<file path="config.mk">
export PLATFORM = sky130hd
export DESIGN_NAME = ram1_master
export DESIGN_NICKNAME = d
export VERILOG_FILES = /design/src/rtl/ram1_master.sv
export SDC_FILE = /design/constraint.sdc
export NUM_CORES = 1
export LEC_CHECK = 0
export ABC_AREA = 1
export CAP_MARGIN = 10
export CORE_ASPECT_RATIO = 1.4
export CORE_MARGIN = 3
export CORE_UTILIZATION = 43
export DETAILED_ROUTE_END_ITERATION = 10
export PLACE_DENSITY = 0.81
export SYNTH_ARGS = -nofsm -noshare
export SYNTH_HDL_FRONTEND = slang
export SYNTH_SLANG_ARGS = --single-unit
</file>
<file path="constraint.sdc">
create_clock -name clk -period 1.9 [get_ports clk]
set_input_delay 0.38 -clock clk [delete_from_list [all_inputs] [get_ports clk]]
set_output_delay 0.38 -clock clk [all_outputs]
set_load 0.01 [all_outputs]
</file>
<file path="src/rtl/ram1_master.sv">
// ram1 chip-interface initiator: sequences single load/store requests
// from the MEM stage into ce/re/we strobes and returns one response each.
module ram1_master #(
    parameter int DATA_W  = 32,
    parameter int ADDR_W  = 32,
    parameter int RD_WAIT = 1,
    parameter int WR_WAIT = 1
) (
    input  logic              clk,
    input  logic              rst,
    input  logic              req_valid,
    input  logic              req_we,
    input  logic [ADDR_W-1:0] req_addr,
    input  logic [DATA_W-1:0] req_wdata,
    output logic              req_ready,
    output logic              rsp_valid,
    output logic [DATA_W-1:0] rsp_rdata,
    output logic              stall_o,
    output logic              ram_ce_o,
    output logic              ram_re_o,
    output logic              ram_we_o,
    output logic [ADDR_W-1:0] ram_addr_o,
    output logic [DATA_W-1:0] ram_data_o,
    input  logic [DATA_W-1:0] ram_data_i
);

    typedef enum logic [2:0] {
        IDLE,
        RD,
        WS,
        WE,
        WH
    } state_t;

    localparam logic [3:0] RD_LOAD = 4'(RD_WAIT - 1);
    localparam logic [3:0] WR_LOAD = 4'(WR_WAIT - 1);

    state_t            state_q;
    state_t            state_d;
    logic [3:0]        cnt_q;
    logic [3:0]        cnt_d;
    logic [ADDR_W-1:0] addr_q;
    logic [DATA_W-1:0] data_q;
    logic              accept;
    logic              rsp_set;
    logic              rsp_rd;
    logic              wr_phase;

    always_ff @(posedge clk or negedge rst) begin
        if (!rst) begin
            state_q <= IDLE;
            cnt_q   <= '0;
        end else begin
            state_q <= state_d;
            cnt_q   <= cnt_d;
        end
    end

    always_comb begin
        state_d   = state_q;
        cnt_d     = cnt_q;
        accept    = 1'b0;
        rsp_set   = 1'b0;
        rsp_rd    = 1'b0;
        ram_ce_o  = 1'b0;
        ram_re_o  = 1'b0;
        ram_we_o  = 1'b0;
        req_ready = 1'b0;
        unique case (state_q)
            IDLE: begin
                req_ready = 1'b1;
                if (req_valid) begin
                    accept  = 1'b1;
                    cnt_d   = RD_LOAD;
                    state_d = req_we ? WS : RD;
                end
            end
            RD: begin
                ram_ce_o = 1'b1;
                ram_re_o = 1'b1;
                if (cnt_q == 4'd0) begin
                    rsp_set = 1'b1;
                    rsp_rd  = 1'b1;
                    state_d = IDLE;
                end else begin
                    cnt_d = cnt_q - 4'd1;
                end
            end
            WS: begin
                ram_ce_o = 1'b1;
                cnt_d    = WR_LOAD;
                state_d  = WE;
            end
            WE: begin
                ram_ce_o = 1'b1;
                ram_we_o = 1'b1;
                if (cnt_q == 4'd0) begin
                    state_d = WH;
                end else begin
                    cnt_d = cnt_q - 4'd1;
                end
            end
            WH: begin
                ram_ce_o = 1'b1;
                rsp_set  = 1'b1;
                state_d  = IDLE;
            end
            default: state_d = IDLE;
        endcase
    end

    always_ff @(posedge clk or negedge rst) begin
        if (!rst) begin
            addr_q    <= '0;
            data_q    <= '0;
            rsp_valid <= 1'b0;
            rsp_rdata <= '0;
        end else begin
            if (accept) begin
                addr_q <= req_addr;
                data_q <= req_wdata;
            end
            rsp_valid <= rsp_set;
            if (rsp_set) begin
                rsp_rdata <= rsp_rd ? ram_data_i : '0;
            end
        end
    end

    // Latched values only reach the bus while busy; idle bus is all zero.
    assign wr_phase   = (state_q == WS) || (state_q == WE) ||
                        (state_q == WH);
    assign ram_addr_o = (state_q != IDLE) ? addr_q : '0;
    assign ram_data_o = wr_phase ? data_q : '0;
    assign stall_o    = (state_q != IDLE);

endmodule
</file>
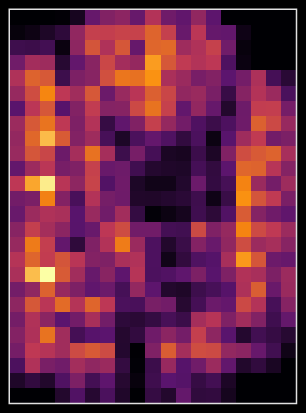
Fig. 1. Wire density map.
Scale: 3 px per µm. 19 x 26 tiles, from black (low) to pale yellow (high), scaled to the fullest tile. Values are wire area over tile area, all layers added.
mean over tiles	0.19
fullest tile	0.59
nearly empty tiles	7.1%
tiles over half the peak	19%
Total Routing Usage GR: 0.218
Total Wirelength: 14600 µm
via count of the routed design: 4679

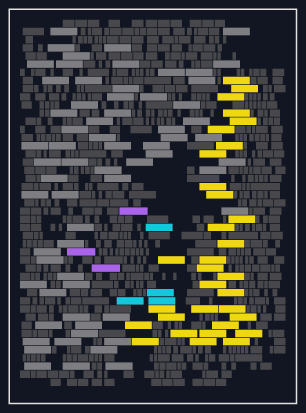
Fig. 2. Sequential cells grouped by signal name.
Scale: 3 px per µm. Other sequential cells in the stronger gray, the rest of the logic in the fainter gray.
netlist name	color	placed flops
data_q	yellow	32
cnt_q	cyan	4
state_q	purple	3
not colored	65
sequential cell area: 2610 µm²
core utilization of the finished layout: 0.725
sequential-cell power consumption: 3830 µW
flip-flop and latch share of the layout cell area: 0.331

==> flow_summary.rst <==
Run summary
-----------

.. list-table::
   :header-rows: 1

   * - Metric
     - Value
   * - Crit path depth
     - 9
   * - Tool warnings
     - 31
   * - Worst setup margin
     - -0.121 ns
   * - Maximum resistive drop on vdd
     - around 0.9 mV
   * - Antenna violations before repair
     - 0
   * - Status
     - finished with violations
   * - Global-route wire length before repair
     - 21400 µm
   * - HPWL after detailed placement
     - 9760 µm
   * - Worst endpoint required time
     - 1.52 ns
   * - Highest-count cells in the layout ignoring fill and taps
     - clkdlybuf4s50_1, nand2_1, dfrtp_1, nand3_1, buf_6
   * - Time the worst path needs with I/O delays and setup
     - 2.02 ns
   * - Kind of path behind the tightest hold check
     - input pin to async pin
   * - Slew of the pin with the lowest slew margin
     - between 0.5 and 0.6 ns
   * - FP Core Util
     - 0.441
   * - Average via count per standard cell
     - 4.91
   * - Aggregate negative setup slack
     - -3.32 ns
   * - Max Cap Violations
     - 0
   * - Fin Hold WS
     - roughly 0.063 ns
   * - Critical path type
     - flop to output port
   * - Antenna-violating nets left
     - 0
   * - Met3 layer usage reported by global route
     - 0.0733
   * - Met1 Track Usage GR
     - 0.252
   * - Top logic family
     - simple AND/OR/NAND/NOR gates
   * - TritonCTS buffer count
     - 9
   * - Routed wire length per instance
     - 15.3 µm
   * - Count of final setup violators
     - 42
   * - Final worst path period share
     - 1.06
   * - Final Max-Slew Violation Tally
     - 0
   * - Final number of hold-violating endpoints
     - 0
   * - Initial DRT Pass Iterations
     - 6
   * - TritonCTS clock tree
     - done
   * - Worst slack at placement
     - -0.143 ns
   * - Most numerous logic cell after layout
     - clkdlybuf4s50_1
   * - Yosys warnings
     - 0
   * - Violation count after the first detailed-routing iteration
     - around 170
   * - DIE AREA
     - 12500 µm²
   * - Most used routing layer in global routing
     - met2
   * - Share of the yosys chip area belonging to registers
     - 0.543
   * - Number of port buffers
     - 201
   * - Number of diodes added for antenna fixing
     - 0
   * - Total power consumption of the routed design
     - around 14000 µW
   * - Net count of the finished layout
     - just over 900
   * - Critical path's top delay family
     - buffers and inverters
   * - Number of cells in the design after placement
     - a little over 900
   * - Met2 layer usage reported by global route
     - 0.380
   * - Cells along the critical path
     - inv_4 -> nor2_4 -> nand2_2 -> nand3_4 -> buf_12 -> clkbuf_16 -> nand2_2 -> inv_2 -> buf_6
   * - Crit path arrival time
     - 1.64 ns
   * - Highest clock rate
     - between 400 and 500 MHz
   * - Failing checks
     - negative setup slack
   * - Area fraction of the dominant cell type after synthesis
     - 0.543
   * - CTS sink count
     - roughly 100
   * - Die height
     - roughly 130 µm
   * - CP max FO
     - 7
   * - Synthesized area per cell
     - 8.22 µm²
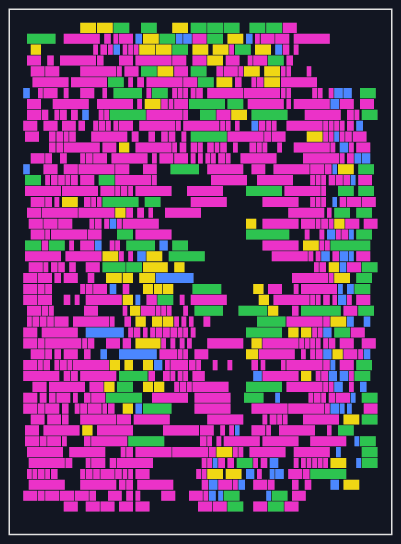
Fig. 3. Cell sizes after repair.
Scale: 4 px per µm.
size	color	cells	most used
_6 and larger	green	82	buf_6
_3 and _4 cells	yellow	69	buf_4
_2 cells	blue	73	nand2_2
_0 and _1 cells	magenta	587	clkdlybuf4s50_1
Plain + repair buffers: 247
worst setup margin: -0.121 ns
synthesis-to-layout area growth: 64.4%
Final Cell Area: 7880 µm²

[worst min path at each step]
stage | startpoint | to | slack [ns]
after detailed placement | data_q[17] | data_q[17] | 0.46
after CTS | rst | addr_q[17] | 0.12
after floorplan | rst | addr_q[0] | 0.08
after global placement | data_q[14] | data_q[14] | 0.45
after global routing | rst | rsp_rdata[21] | 0.11
final | rst | addr_q[17] | 0.06
[layout make-up]
type	count	share of cell area
sequential	104	0.331
timing repair buffer	247	0.317
multi-input combinational	367	0.252
inverter	76	0.0384
clock buffer	11	0.0308
tap	141	0.0224
clock inverter	5	0.00714
timing repair inverter	1	0.00143
[state kept, by name, indices dropped and copies added (netlist names)]
name and flops:
cnt_q 4, rsp_rdata 32, data_q 32, rsp_valid 1, state_q 3, addr_q 32
[synth_stat cells (all sizes together)]
cell / n
nand3b: 1
dfrtp: 104
o22ai: 1
nand2: 149
o21ai: 5
a21oi: 33
clkinv: 1
nand3: 101
buf: 33
ha: 2
clkbuf: 3
or2: 1
inv: 75
nor2: 73
xor2: 1
[report_power, final]
group / switching (µW) / total (µW) / leakage [µW] / internal [µW]
Combinational: 4550 / 8770 / 0.00274 / 4220
Clock: 770 / 1830 / 0.000145 / 1050
Sequential: 595 / 3830 / 0.00125 / 3240
Total: 5910 / 14400 / 0.00413 / 8510
[metal layers]
metal  part of all wire  wire, µm  vias to the layer above
met3              0.087      1270                       28
met4              0.023       342                        0
li1                   -         -                     2251
met2               0.52      7540                      197
met5                  0         0                        -
met1               0.37      5420                     2203
[timing repair]
item / in CTS / in global routing
buffers inserted: 7 / 6
pin swaps: 1 / 4
cloned: 2 / 5
setup endpoints to repair: 69 / 100
gates resized: 291 / 160
hold endpoints to repair: 0 / 0
Power is estimated from default activity; no workload was simulated.
